run_1/cell_classes.png
The bar under the picture is 50 um long. Fill, decap, tap and diode cells in gray.
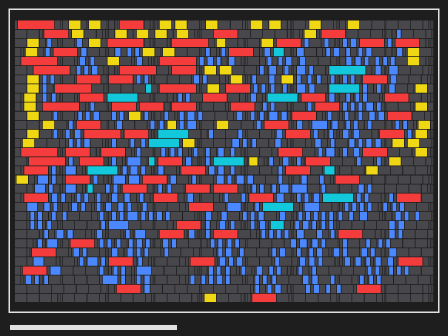
run_1/final_congestion.png
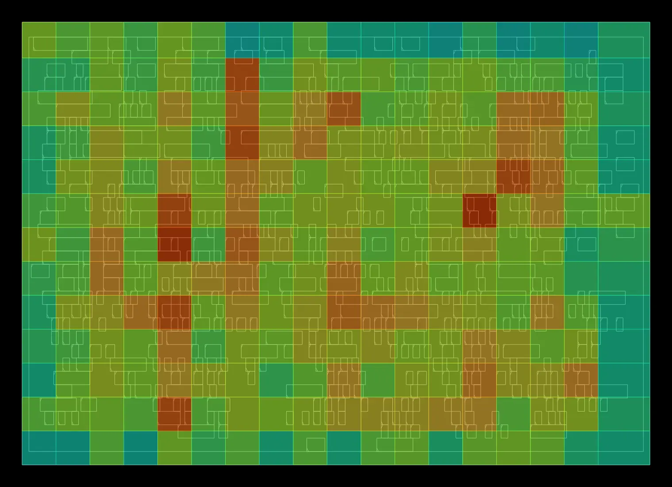
run_1/port_nets.png
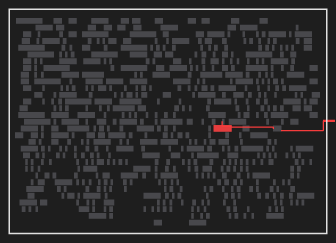
==> src/rtl/sobel_frame_ctrl.sv <==
// Frame-level controller beside the Sobel datapath: tracks Y timing, swaps threshold/mode
// at frame start, flags geometry errors and emits a border mask aligned to the Sobel output.
module sobel_frame_ctrl #(
  parameter logic [11:0] H_DISP     = 12'd640,
  parameter logic [11:0] V_DISP     = 12'd480,
  parameter int          PIPE_LAT   = 4,
  parameter logic [10:0] THRESH_RST = 11'd50
) (
  input  logic        clk,
  input  logic        rst_n,
  input  logic        Y_de,
  input  logic        Y_vsync,
  input  logic        cfg_valid,
  output logic        cfg_ready,
  input  logic [10:0] cfg_thresh,
  input  logic [1:0]  cfg_mode,
  output logic [10:0] sobel_thresh,
  output logic [1:0]  sobel_mode,
  output logic        border_mask,
  output logic [15:0] frame_cnt,
  output logic        err_h,
  output logic        err_v,
  input  logic        err_clr
);

  typedef enum logic [1:0] {S_IDLE, S_VBLANK, S_LINE, S_HBLANK} state_t;

  state_t              state, state_nxt;
  logic [11:0]         x_cnt, x_nxt, y_cnt, y_nxt;
  logic                Y_de_d, Y_vsync_d;
  logic                vs_rise, de_rise, de_fall;
  logic                frame_end, h_bad;
  logic                pending, cfg_xfer;
  logic [10:0]         shadow_thresh;
  logic [1:0]          shadow_mode;
  logic                raw_border;
  logic [PIPE_LAT-1:0] border_p;

  function automatic logic [11:0] sat_inc(input logic [11:0] v);
    return (v == 12'hFFF) ? v : v + 12'd1;
  endfunction

  // Reserved mode 3 behaves as plain edge mode.
  function automatic logic [1:0] legal_mode(input logic [1:0] m);
    return (m == 2'd3) ? 2'd0 : m;
  endfunction

  assign vs_rise   = Y_vsync & ~Y_vsync_d;
  assign de_rise   = Y_de & ~Y_de_d;
  assign de_fall   = ~Y_de & Y_de_d;
  assign cfg_ready = ~pending;
  assign cfg_xfer  = cfg_valid & ~pending;

  always_comb begin
    state_nxt = state;
    x_nxt     = x_cnt;
    y_nxt     = y_cnt;
    frame_end = 1'b0;
    h_bad     = 1'b0;
    if (vs_rise) begin
      state_nxt = S_VBLANK;
      x_nxt     = '0;
      y_nxt     = '0;
      frame_end = (state != S_IDLE);
    end else begin
      case (state)
        S_VBLANK, S_HBLANK: begin
          if (de_rise) begin
            state_nxt = S_LINE;
            x_nxt     = 12'd1;
          end
        end
        S_LINE: begin
          if (de_fall) begin
            state_nxt = S_HBLANK;
            y_nxt     = sat_inc(y_cnt);
            x_nxt     = '0;
            h_bad     = (x_cnt != H_DISP);
          end else if (Y_de) begin
            x_nxt = sat_inc(x_cnt);
          end
        end
        default: ;
      endcase
    end
  end

  // x_cnt holds the count of pixels already seen on the line, i.e. the current pixel's x.
  assign raw_border = Y_de && (state != S_IDLE) &&
                      ((x_cnt == 12'd0) || (x_cnt == H_DISP - 12'd1) ||
                       (y_cnt == 12'd0) || (y_cnt == V_DISP - 12'd1));

  assign border_mask = border_p[PIPE_LAT-1];

  always_ff @(posedge clk) begin
    if (!rst_n) begin
      state        <= S_IDLE;
      x_cnt        <= '0;
      y_cnt        <= '0;
      Y_de_d       <= 1'b0;
      Y_vsync_d    <= 1'b0;
      frame_cnt    <= '0;
      err_h        <= 1'b0;
      err_v        <= 1'b0;
      pending      <= 1'b0;
      sobel_thresh <= THRESH_RST;
      sobel_mode   <= 2'd0;
      border_p     <= '0;
    end else begin
      state     <= state_nxt;
      x_cnt     <= x_nxt;
      y_cnt     <= y_nxt;
      Y_de_d    <= Y_de;
      Y_vsync_d <= Y_vsync;
      if (frame_end) frame_cnt <= frame_cnt + 16'd1;
      if (h_bad) err_h <= 1'b1;
      else if (err_clr) err_h <= 1'b0;
      if (frame_end && (y_cnt != V_DISP)) err_v <= 1'b1;
      else if (err_clr) err_v <= 1'b0;
      // A transfer is only possible with pending low, so apply and accept never collide.
      if (vs_rise && pending) begin
        sobel_thresh <= shadow_thresh;
        sobel_mode   <= shadow_mode;
        pending      <= 1'b0;
      end
      if (cfg_xfer) pending <= 1'b1;
      for (int i = PIPE_LAT - 1; i > 0; i--) border_p[i] <= border_p[i-1];
      border_p[0] <= raw_border;
    end
  end

  always_ff @(posedge clk) begin
    if (cfg_xfer) begin
      shadow_thresh <= cfg_thresh;
      shadow_mode   <= legal_mode(cfg_mode);
    end
  end

endmodule

==> config.mk <==
export PLATFORM = sky130hd
export DESIGN_NAME = sobel_frame_ctrl
export DESIGN_NICKNAME = d
export VERILOG_FILES = /design/src/rtl/sobel_frame_ctrl.sv
export SDC_FILE = /design/constraint.sdc
export NUM_CORES = 1
export LEC_CHECK = 0
export ABC_AREA = 1
export CAP_MARGIN = 15
export CELL_PAD_IN_SITES_DETAIL_PLACEMENT = 1
export CELL_PAD_IN_SITES_GLOBAL_PLACEMENT = 2
export CORE_ASPECT_RATIO = 0.7
export CORE_UTILIZATION = 33
export DETAILED_ROUTE_END_ITERATION = 8
export PLACE_DENSITY_LB_ADDON = 0.1
export SLEW_MARGIN = 20
export SYNTH_ARGS = -nofsm -noshare
export SYNTH_HDL_FRONTEND = slang
export SYNTH_SLANG_ARGS = --single-unit
==> constraint.sdc <==
create_clock -name clk -period 4.25 [get_ports clk]
set_input_delay 0.85 -clock clk [delete_from_list [all_inputs] [get_ports clk]]
set_output_delay 0.85 -clock clk [all_outputs]
set_load 0.01 [all_outputs]
==> results.json, run 1 <==
{
  "tightest_slew_ps": 716,
  "top_layer": "met4",
  "crit_family": "buffers and inverters",
  "synth_cells": 513,
  "mux_area_share_pct": 0,
  "switching_share_pct": 24.0,
  "largest_reg_flops": 16,
  "comb_area_share_pct": 36.6,
  "first_pass_iters": 4,
  "inverters": 64,
  "startpoint": "rst_n",
  "gp_congestion": 0.732,
  "clockRootBuffer": "clkbuf_16",
  "end_kind": "flip-flop",
  "clock_buffers": 9,
  "ir_drop_mv": 0.198,
  "maxSlewHeadroom_pct": 52.2,
  "nFillCells": 1357,
  "fin_tns_setup_ps": 0,
  "sh_seq_area_pct": 36.2,
  "grt_max_degree": 32,
  "clk_latency_ps": 330,
  "endpoint": "y_cnt[6]$_SDFFE_PP0P_",
  "crit_buf_inv": 5,
  "yosysMostFrequentCell": "nand2_1",
  "crit_chain": "clkdlybuf4s50_1 > buf_4 > clkinv_1 > nor2_1 > buf_4 > inv_1 > a21oi_1",
  "dr_wl_met3_um": 282,
  "status": "finished, final reports clean",
  "area_leaders": "dfxtp_1 35%, nand2_1 13%, edfxtp_1 11%",
  "cts_resized": 0,
  "power.group.top": "sequential cells",
  "startpoint_type": "input pin",
  "slew_violations": 0,
  "flop_area_um2": 1670,
  "hold_violations": 0,
  "drt_iter0_drc": 141,
  "yosys_warnings": 0,
  "comb.multi_input.count": 361,
  "final_core_utilization_pct": 43.8,
  "placed_area_um2": 4320,
  "drive_above_1_share_pct": 5.77,
  "nNonClkBuffers": 54,
  "reg2reg_slack_ps": 2110,
  "buffer_area_share_pct": 11.5,
  "max_flop_register": "frame_cnt",
  "critPathRequiredTime_ps": 4510,
  "fp.dieH_um": 90.1,
  "lay_top_count": "nand2_1",
  "synth.distinct_cells": 32,
  "whs_ps": 422,
  "r2r-start": "x_cnt[0]$_SDFFE_PP0P_",
  "cts_num_sinks": 77,
  "core_area_um2": 10600,
  "stdcell_count": 720,
  "top_cells_by_count": "123 x nand2_1, 89 x nor2_1, 64 x dfxtp_1",
  "yosys.area.top_type_share_pct": 35.0,
  "seq_cells": 77,
  "min_to": "border_p[2]$_SDFF_PN0_",
  "initCoreUtil_pct": 34.7,
  "numCtsBuffers": 9,
  "ys_sh_adder_pct": 1.71,
  "r2r-end": "x_cnt[10]$_SDFFE_PP0P_",
  "comb_area_um2": 1690,
  "cp_slowest_cell": "clkdlybuf4s50_1",
  "grt_pass1_wl_mm": 16.5,
  "fmax_ghz": 0.392,
  "skew_ps": 4.02,
  "via_count": 3415,
  "wl_mm": 9.94,
  "antenna_cells": 0,
  "fp_nets": 537,
  "ys_chip_area_um2": 3660,
  "vias_per_cell": 4.74,
  "path_depth": 7,
  "async_reset_ff_share_pct": 0,
  "lay_top_cells": "123 x nand2_1, 88 x nor2_1, 64 x dfxtp_1",
  "powerComb_w": 0.000120,
  "dpl.hpwl_mm": 7.36,
  "p_clk_w": 0.000780,
  "hold_start": "border_p[1]$_SDFF_PN0_",
  "seq_power_share_pct": 46.4,
  "clock_area_share_pct": 6.48,
  "cp_max_fo": 31,
  "aoi_share_pct": 9.96,
  "area_delta_synth_final_pct": 26.3,
  "cap_violations": 0,
  "reg2reg_depth": 10
}
About cell_classes.png:
color	class	cells	share of their area
red	flops	77	38%
cyan	clock drivers and dummy loads	16	6.7%
yellow	other buffers and delay cells	54	12%
blue	all other logic	425	44%
Placement Rows: 31
design area: 4620 um2

About final_congestion.png:
average wire per standard cell: 13.8 um
met1 Resource Use GR: 25.7%

About port_nets.png:
color	port	direction	edge	end cells	buffers	wire
red	`err_v`	output	east	1	1	45.4 um
IO buf count: 51
I/O Pins: 52

==> run 2, diff against run 1 <==
CORE_UTILIZATION = 27   (was 33)
clock period = 2.12 ns   (was 4.25 ns; I/O delays follow)
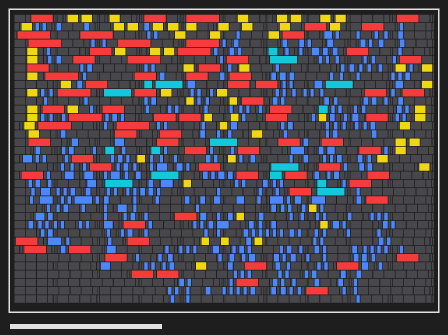
run_2/cell_classes.png
The bar under the picture is 50 um long. Fill, decap, tap and diode cells in gray.
color	class	cells	share of their area
red	flops	77	37%
cyan	clock drivers and dummy loads	16	6.4%
blue	all other logic	425	43%
yellow	other buffers and delay cells	66	14%

==> results.json, run 2 <==
{
  "status": "finished with violations",
  "violations": "design-rule violations",
  "endpoint": "y_cnt[8]$_SDFFE_PP0P_",
  "vias_per_cell": 4.50,
  "core_area_um2": 13200,
  "ir_drop_mv": 0.386,
  "cap_violations": 0,
  "crit_buf_inv": 1,
  "ys_sh_adder_pct": 1.71,
  "top_layer": "met4",
  "comb.multi_input.count": 361,
  "area_leaders": "dfxtp_1 35%, nand2_1 13%, edfxtp_1 11%",
  "cts_num_sinks": 77,
  "fp_nets": 537,
  "antenna_cells": 0,
  "num_io_pins": 52,
  "synth_cells": 513,
  "seq_cells": 77,
  "first_pass_iters": 6,
  "drc_errors": 2,
  "yosysMostFrequentCell": "nand2_1",
  "min_to": "border_p[2]$_SDFF_PN0_",
  "wl_per_cell_um": 13.7,
  "final_core_utilization_pct": 36.0,
  "reg2reg_slack_ps": 280,
  "fmax_ghz": 0.545,
  "grt_pass1_wl_mm": 17.6,
  "core.rowCount": 35,
  "dpl.hpwl_mm": 7.85,
  "critPathRequiredTime_ps": 2350,
  "aoi_share_pct": 9.96,
  "grt_max_degree": 31,
  "p_clk_w": 0.00150,
  "comb_area_um2": 1690,
  "largest_reg_flops": 16,
  "inverters": 64,
  "async_reset_ff_share_pct": 0,
  "nFillCells": 1670,
  "cp_max_fo": 9,
  "synth.distinct_cells": 32,
  "fin_area_um2": 4740,
  "reg2reg_depth": 9,
  "mux_area_share_pct": 0,
  "maxSlewHeadroom_pct": 61.4,
  "lay_top_count": "nand2_1",
  "lay_top_cells": "122 x nand2_1, 89 x nor2_1, 64 x dfxtp_1",
  "tightest_slew_ps": 579,
  "nNonClkBuffers": 66,
  "via_count": 3462,
  "seq_power_share_pct": 47.0,
  "port_buffers": 51,
  "dr_wl_met3_um": 431,
  "crit_chain": "ha_1 > nand2_1 > nor3_4 > nand3_2 > nand2_4 > buf_4 > nor2_1 > nor2_1 > nor2_1",
  "skew_ps": 7.83,
  "area_delta_synth_final_pct": 29.7,
  "comb_area_share_pct": 35.6,
  "cp_slowest_cell": "dfxtp_1",
  "hold_violations": 0,
  "clk_latency_ps": 340,
  "placed_area_um2": 4450,
  "end_kind": "flip-flop",
  "clock_buffers": 9,
  "flop_area_um2": 1670,
  "ys_chip_area_um2": 3660,
  "power.group.top": "sequential cells",
  "drive_above_1_share_pct": 7.71,
  "numCtsBuffers": 9,
  "switching_share_pct": 25.7,
  "powerComb_w": 0.000258,
  "yosys_warnings": 0,
  "whs_ps": 418,
  "r2r-start": "y_cnt[0]$_SDFFE_PP0P_"
}
